Fig. 1: placed cells, one color a class
Scale bar: 100 um.
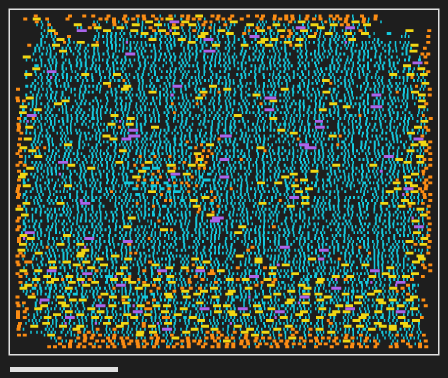
Fig. 2: where the registers sit
Scale bar: 100 um. Other sequential cells in the stronger gray, the rest of the logic in the fainter gray.
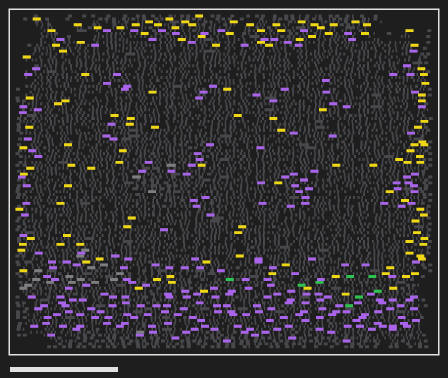
Fig. 3: wiring by layer
Scale bar: 100 um. Only two layers are drawn.
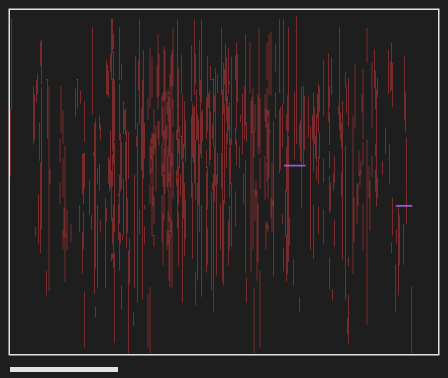
Fig. 4: routing congestion map
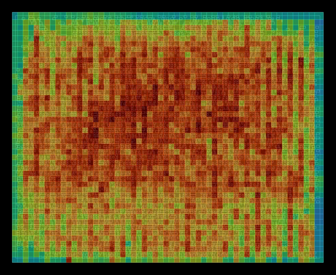
[config.mk]
export PLATFORM = sky130hd
export DESIGN_NAME = serpent_key_schedule_stream
export DESIGN_NICKNAME = d
export VERILOG_FILES = /design/src/rtl/serpent_pkg.sv /design/src/rtl/serpent_sbox_slice.sv /design/src/rtl/serpent_key_schedule_stream.sv
export SDC_FILE = /design/constraint.sdc
export NUM_CORES = 2
export LEC_CHECK = 0
export ABC_AREA = 1
export CELL_PAD_IN_SITES_DETAIL_PLACEMENT = 2
export CELL_PAD_IN_SITES_GLOBAL_PLACEMENT = 2
export CORE_ASPECT_RATIO = 0.8
export CORE_MARGIN = 4
export CORE_UTILIZATION = 32
export CTS_BUF_LIST = sky130_fd_sc_hd__clkbuf_16
export DETAILED_ROUTE_END_ITERATION = 8
export HOLD_SLACK_MARGIN = 0.1
export PLACE_DENSITY_LB_ADDON = 0.1
export SLEW_MARGIN = 20
export SYNTH_ARGS = -nofsm -noshare
export SYNTH_HDL_FRONTEND = slang
export SYNTH_SLANG_ARGS = --single-unit
[constraint.sdc]
create_clock -name i_clk -period 7.6 [get_ports i_clk]
set_input_delay 1.52 -clock i_clk [delete_from_list [all_inputs] [get_ports i_clk]]
set_output_delay 1.52 -clock i_clk [all_outputs]
set_load 0.03 [all_outputs]
[src/rtl/serpent_pkg.sv]
// Shared definitions for the Serpent key schedule and the bitslice cipher core.
// Contents: golden-ratio constant, the eight 4-bit S-box tables, key-length encodings,
// the FSM state type of the key-schedule engine, and the rotate/padding helpers.
// No ports (package).
package serpent_pkg;

    localparam logic [31:0] PHI = 32'h9E3779B9;

    localparam logic [1:0] KEY_LEN_128  = 2'd0;
    localparam logic [1:0] KEY_LEN_192  = 2'd1;
    localparam logic [1:0] KEY_LEN_256  = 2'd2;
    localparam logic [1:0] KEY_LEN_RSVD = 2'd3;

    // S-box n is packed with entry x in bits [4x+3:4x].
    localparam logic [63:0] SBOX [8] = '{
        64'hC90724DEB56A1F83,
        64'h43D68EB1A50972CF,
        64'h25B04E1DFAC39768,
        64'hE57A421D369C8BF0,
        64'hD7E9A4526B0C38F1,
        64'h176D8E30C9A4B25F,
        64'h0A3DF19EB6485C27,
        64'h6539AC47B28E0FD1
    };

    typedef enum logic [1:0] {
        StIdle,
        StRun,
        StDone
    } ks_state_e;

    function automatic logic [31:0] rol11(input logic [31:0] x);
        return {x[20:0], x[31:21]};
    endfunction

    // Short keys get a single 1 bit directly above the key, zeros beyond it.
    // The reserved encoding is handled as a full 256-bit key.
    function automatic logic [255:0] pad_key(input logic [255:0] key, input logic [1:0] len);
        logic [255:0] p;
        case (len)
            KEY_LEN_128:  p = {127'd0, 1'b1, key[127:0]};
            KEY_LEN_192:  p = {63'd0, 1'b1, key[191:0]};
            KEY_LEN_256:  p = key;
            KEY_LEN_RSVD: p = key;
            default:      p = key;
        endcase
        return p;
    endfunction

endpackage

[src/rtl/serpent_sbox_slice.sv]
// Bitsliced Serpent S-box: applies S-box sel_i to each of the 32 bit positions of
// four words. Bit b of x0_i is the input LSB, bit b of x3_i the MSB; output bit k
// of the S-box lands in bit b of y<k>_o. Purely combinational.
//   sel_i        S-box index 0..7
//   x0_i..x3_i   input words
//   y0_o..y3_o   output words
module serpent_sbox_slice
    import serpent_pkg::*;
(
    input  logic [2:0]  sel_i,
    input  logic [31:0] x0_i,
    input  logic [31:0] x1_i,
    input  logic [31:0] x2_i,
    input  logic [31:0] x3_i,
    output logic [31:0] y0_o,
    output logic [31:0] y1_o,
    output logic [31:0] y2_o,
    output logic [31:0] y3_o
);

    logic [63:0] table_w;

    assign table_w = SBOX[sel_i];

    always_comb begin
        logic [3:0] in_nib;
        logic [3:0] out_nib;
        y0_o = '0;
        y1_o = '0;
        y2_o = '0;
        y3_o = '0;
        for (int b = 0; b < 32; b++) begin
            in_nib  = {x3_i[b], x2_i[b], x1_i[b], x0_i[b]};
            out_nib = table_w[{in_nib, 2'b00} +: 4];
            y0_o[b] = out_nib[0];
            y1_o[b] = out_nib[1];
            y2_o[b] = out_nib[2];
            y3_o[b] = out_nib[3];
        end
    end

endmodule

[src/rtl/serpent_key_schedule_stream.sv]
// Serpent key-schedule engine. Pads a 128/192/256-bit user key, runs the prekey
// recurrence WPC words per cycle through an 8-word sliding window, and streams
// NUM_SUBKEYS bitsliced subkeys over a valid/ready handshake.
//   i_clk, i_rst        clock, synchronous active-high reset
//   i_begin             start request (IDLE only), i_key_len / i_key sampled with it
//   i_subkey_ready      consumer accepts the presented subkey
//   o_subkey            {K3,K2,K1,K0}; o_address = subkey index; o_subkey_valid
//   o_busy              run in progress; o_done one-cycle completion pulse
//   o_err               one-cycle pulse when a run starts with the reserved key length
module serpent_key_schedule_stream
    import serpent_pkg::*;
#(
    parameter int unsigned WPC         = 1,
    parameter int unsigned NUM_SUBKEYS = 33,
    parameter int unsigned AW          = 6
) (
    input  logic          i_clk,
    input  logic          i_rst,
    input  logic          i_begin,
    input  logic [1:0]    i_key_len,
    input  logic [255:0]  i_key,
    input  logic          i_subkey_ready,
    output logic [127:0]  o_subkey,
    output logic [AW-1:0] o_address,
    output logic          o_subkey_valid,
    output logic          o_busy,
    output logic          o_done,
    output logic          o_err
);

    localparam int unsigned CPS = 4 / WPC;
    localparam int unsigned CW  = $clog2(NUM_SUBKEYS + 1);

    localparam logic [1:0]    GEN_LAST  = 2'(CPS - 1);
    localparam logic [CW-1:0] NUM_SETS  = CW'(NUM_SUBKEYS);
    localparam logic [CW-1:0] LAST_SET  = CW'(NUM_SUBKEYS - 1);
    localparam logic [AW-1:0] LAST_ADDR = AW'(NUM_SUBKEYS - 1);

    ks_state_e       state_q, state_d;
    logic [31:0]     win_q [8];
    logic [31:0]     win_d [8];
    logic [7:0]      idx_q, idx_d;
    logic [1:0]      gcnt_q, gcnt_d;
    // Window slots 4..7 hold a finished word set not yet moved to the output register.
    logic            full_q, full_d;
    // Number of subkeys moved into the output register so far (= index of the set in flight).
    logic [CW-1:0]   nsets_q, nsets_d;
    logic [127:0]    sk_q, sk_d;
    logic [AW-1:0]   addr_q, addr_d;
    logic            vld_q, vld_d;
    logic            err_q, err_d;

    logic [31:0]     ext [8 + WPC];
    logic [255:0]    padded;
    logic [2:0]      sbox_sel;
    logic [31:0]     k0, k1, k2, k3;
    logic            accept, load, gen_en;

    assign padded   = pad_key(i_key, i_key_len);
    assign sbox_sel = 3'd3 - 3'(nsets_q);

    // Words produced in one cycle chain: later ones see the earlier ones of the same cycle.
    always_comb begin
        for (int m = 0; m < 8; m++) begin
            ext[m] = win_q[m];
        end
        for (int k = 0; k < WPC; k++) begin
            ext[8 + k] = rol11(ext[k] ^ ext[k + 3] ^ ext[k + 5] ^ ext[k + 7] ^ PHI
                               ^ {24'd0, idx_q + 8'(k)});
        end
    end

    serpent_sbox_slice u_sbox (
        .sel_i (sbox_sel),
        .x0_i  (win_q[4]),
        .x1_i  (win_q[5]),
        .x2_i  (win_q[6]),
        .x3_i  (win_q[7]),
        .y0_o  (k0),
        .y1_o  (k1),
        .y2_o  (k2),
        .y3_o  (k3)
    );

    assign accept = vld_q & i_subkey_ready;
    assign load   = (state_q == StRun) && full_q && (!vld_q || i_subkey_ready);
    // A held set only frees the window when it moves out; then the next set may start.
    assign gen_en = (state_q == StRun) &&
                    (full_q ? (load && (nsets_q != LAST_SET)) : (nsets_q < NUM_SETS));

    always_comb begin
        state_d = state_q;
        win_d   = win_q;
        idx_d   = idx_q;
        gcnt_d  = gcnt_q;
        full_d  = full_q;
        nsets_d = nsets_q;
        sk_d    = sk_q;
        addr_d  = addr_q;
        vld_d   = vld_q;
        err_d   = 1'b0;

        unique case (state_q)
            StIdle: begin
                if (i_begin) begin
                    for (int m = 0; m < 8; m++) begin
                        win_d[m] = padded[32*m +: 32];
                    end
                    idx_d   = '0;
                    gcnt_d  = '0;
                    full_d  = 1'b0;
                    nsets_d = '0;
                    err_d   = (i_key_len == KEY_LEN_RSVD);
                    state_d = StRun;
                end
            end
            StRun: begin
                if (gen_en) begin
                    for (int m = 0; m < 8; m++) begin
                        win_d[m] = ext[m + WPC];
                    end
                    idx_d  = idx_q + 8'(WPC);
                    gcnt_d = (gcnt_q == GEN_LAST) ? 2'd0 : gcnt_q + 2'd1;
                end
                if (gen_en && (gcnt_q == GEN_LAST)) begin
                    full_d = 1'b1;
                end else if (load) begin
                    full_d = 1'b0;
                end
                if (load) begin
                    sk_d    = {k3, k2, k1, k0};
                    addr_d  = AW'(nsets_q);
                    nsets_d = nsets_q + 1'b1;
                    vld_d   = 1'b1;
                end else if (accept) begin
                    vld_d = 1'b0;
                end
                if (accept && (addr_q == LAST_ADDR)) begin
                    state_d = StDone;
                end
            end
            StDone: begin
                state_d = StIdle;
            end
            default: begin
                state_d = StIdle;
            end
        endcase
    end

    always_ff @(posedge i_clk) begin
        if (i_rst) begin
            state_q <= StIdle;
            for (int m = 0; m < 8; m++) begin
                win_q[m] <= '0;
            end
            idx_q   <= '0;
            gcnt_q  <= '0;
            full_q  <= 1'b0;
            nsets_q <= '0;
            sk_q    <= '0;
            addr_q  <= '0;
            vld_q   <= 1'b0;
            err_q   <= 1'b0;
        end else begin
            state_q <= state_d;
            win_q   <= win_d;
            idx_q   <= idx_d;
            gcnt_q  <= gcnt_d;
            full_q  <= full_d;
            nsets_q <= nsets_d;
            sk_q    <= sk_d;
            addr_q  <= addr_d;
            vld_q   <= vld_d;
            err_q   <= err_d;
        end
    end

    assign o_subkey       = sk_q;
    assign o_address      = addr_q;
    assign o_subkey_valid = vld_q;
    assign o_busy         = (state_q == StRun);
    assign o_done         = (state_q == StDone);
    assign o_err          = err_q;

endmodule

==> out/qor.log <==
[placed_design] final weighted congestion in routability-driven placement 0.885
[floorplanning] overall chip area 127000 um2
[layout] fillcell total 15500
[final_timing] worst slew margin relative to its limit 0.106
[clock_network] Root Buffer sky130_fd_sc_hd__clkbuf_16
[worst_setup_path] Worst path max stage delay 0.91 ns
[pwr] post-layout power 8.51 mW
[layout] area added between synthesis and finish 14.6%
[final_timing] final tally of setup violations 0
[logic_synthesis] leading cell type by number of instances after synthesis sky130_fd_sc_hd__nand2_1
[drt] Via-to-Cell Ratio 6.30
[drt] initial drt markers 6979
[run] max cap viols 0
[logic_synthesis] Unique cell types 30
[logic_synthesis] count of flip-flops with a built-in enable after synthesis 0
[placed_design] worst setup timing slack at the placement stage 2.44 ns
[layout] final instance area 44600 um2
[final_timing] Clock Skews 0.0402 ns
[drt] routed wire length 267 mm
[logic_synthesis] synthesized flop and latch total 411
[final_timing] Max Clock Freq 0.190 GHz
[drt] Pre-Repair DR Iteration Count 6
[placed_design] number of port buffers 399
[layout] number of cells in the finished layout apart from fillers 8810
[placed_design] estimated wirelength of the detail-placed design 160 mm
[logic_synthesis] cell taking the most area after synthesis sky130_fd_sc_hd__nand3_1
[logic_synthesis] post-synthesis area per instance 5.29 um2
[worst_setup_path] standard cell with the maximum stage delay on the critical path sky130_fd_sc_hd__nand2_2
[logic_synthesis] cell count listed in synth_stat.txt 7348
[outcome] result of the run finished, final reports clean
[clock_network] clock sink count 411
[drt] number of vias in the routed layout 55500
[layout] Post-layout nets 7410
[logic_synthesis] area fraction of the dominant cell type after synthesis 0.233
[final_timing] Total Negative Setup Slacks 0 ns
[global_routing] first-pass GRT wire length 387 mm
[layout] Top cell excl fill/tap sky130_fd_sc_hd__nand2_1
[logic_synthesis] asr flop ratio synth 0
[worst_setup_path] required time reported for the critical path endpoint 8.20 ns
[logic_synthesis] Net Count, Synth 7620
[layout] sequential standard cell area 8240 um2
[worst_setup_path] Setup CP Type flop to flop
[worst_setup_path] largest driver fanout on the critical path 43
[run] tally of OpenROAD warnings 50
[drt] DRC violations left 0
[global_routing] number of global-route vias before repair 56700
[pwr] Static Leakage 19.7 nW
[pwr] worst IR drop on VDD 0.189 mV
[final_timing] final hold vios 0
[floorplanning] core footprint 121000 um2
[logic_synthesis] leading post-synthesis cells by instance count sky130_fd_sc_hd__nand2_1, sky130_fd_sc_hd__nand3_1, sky130_fd_sc_hd__nor2_1, sky130_fd_sc_hd__o21ai_0, sky130_fd_sc_hd__clkbuf_1
[layout] Final Core Density 0.369
[placed_design] Post-Place Cell Area 42800 um2
[floorplanning] floorplan core density 0.322
[clock_network] Setup Fix Bufs, Post-CTS 0
[clock_network] TritonCTS clock tree yes
[final_timing] final worst-path cycle share 0.692
[final_timing] Hold WS 0.491 ns
[final_timing] Final Worst Setup Slack 2.34 ns
[layout] leading cell types in the layout, fill and taps excluded sky130_fd_sc_hd__nand2_1, sky130_fd_sc_hd__nand3_1, sky130_fd_sc_hd__nor2_1
[clock_network] Clock transition at path regs 0.06 ns
[logic_synthesis] post-synth design cell area 38900 um2
Back to the opening pictures, Fig. 1:
[orange] other buffers and delay cells | cells: 516 | share of their area: 12%
[purple] clock drivers and dummy loads | cells: 92 | share of their area: 4.0%
[yellow] flip-flops | cells: 411 | share of their area: 19%
[cyan] all other logic | cells: 6156 | share of their area: 65%

Back to the opening pictures, Fig. 2:
[yellow] o_subkey | flops: 128 | where: spread over the die
[purple] ext | flops: 256 | where: spread over the die
[green] idx_q | flops: 8 | where: lower right

Back to the opening pictures, Fig. 3:
[red] met4 | wire length: 18800 um
[purple] met5 | wire length: 32.2 um

Back to the opening pictures, Fig. 4:
GR met2 Demand/Resource: 0.634
routing usage on met3: 0.0830
wire per inst: 30.3 um

## report_power, final
group	leakage, nW	switching, mW	internal (mW)
sequential	3.37	0.417	2.34
clock	0.863	1.21	1.47
combinational	15.4	2.10	0.966
total	19.7	3.73	4.78
## state kept, by name, summed over array words and instances (netlist names)
| signal | flops |
|---|---|
| ext | 256 |
| o_subkey | 128 |
| full_q | 1 |
| state_q | 2 |
| o_err | 1 |
| o_subkey_valid | 1 |
| idx_q | 8 |
| o_address | 6 |
| gcnt_q | 2 |
| nsets_q | 6 |
## worst paths after layout
| kind | startpoint | cells after the start | slack (ns) | end |
|---|---|---|---|---|
| max | nsets_q[2] | 11 | 2.34 | o_subkey[127] |
| max reg2reg | nsets_q[2] | 11 | 2.34 | o_subkey[127] |
| min | idx_q[7] | 2 | 0.49 | idx_q[7] |
| min reg2reg | idx_q[7] | 2 | 0.49 | idx_q[7] |
## layout make-up
type                       instances  share of cell area
antenna                           11            0.000618
clock buffer                      53              0.0298
inverter                         288              0.0249
multi-input combinational       5868               0.595
tap                             1624              0.0456
timing repair buffer             516               0.110
sequential                       411               0.185
clock inverter                    39             0.00859
## layer usage
metal	global-route usage	share of wire
met1	0.506	0.39
met2	0.634	0.44
met3	0.0830	0.099
met4	0.237	0.070
met5	0	0.00012
## worst max-delay path, delay by kind of cell, from the launching register on
family	cells	cell delay (ns)
AOI/OAI and AO/OA	1	0.22
buffers and inverters	4	2.60
DFF	1	0.62
and+or+nand+nor	6	1.64
## logic make-up after synthesis
group                    after synthesis  share of synthesized area
adder cells (fa/ha/maj)               10                    0.00322
XOR/XNOR                              55                     0.0124
AND/OR/NAND/NOR                     4637                      0.508
buffers and inverters               1069                      0.112
flip-flops                           411                      0.212
AND-OR/OR-AND                       1166                      0.153
No activity file was given, so power comes from the tool's default toggle rates.
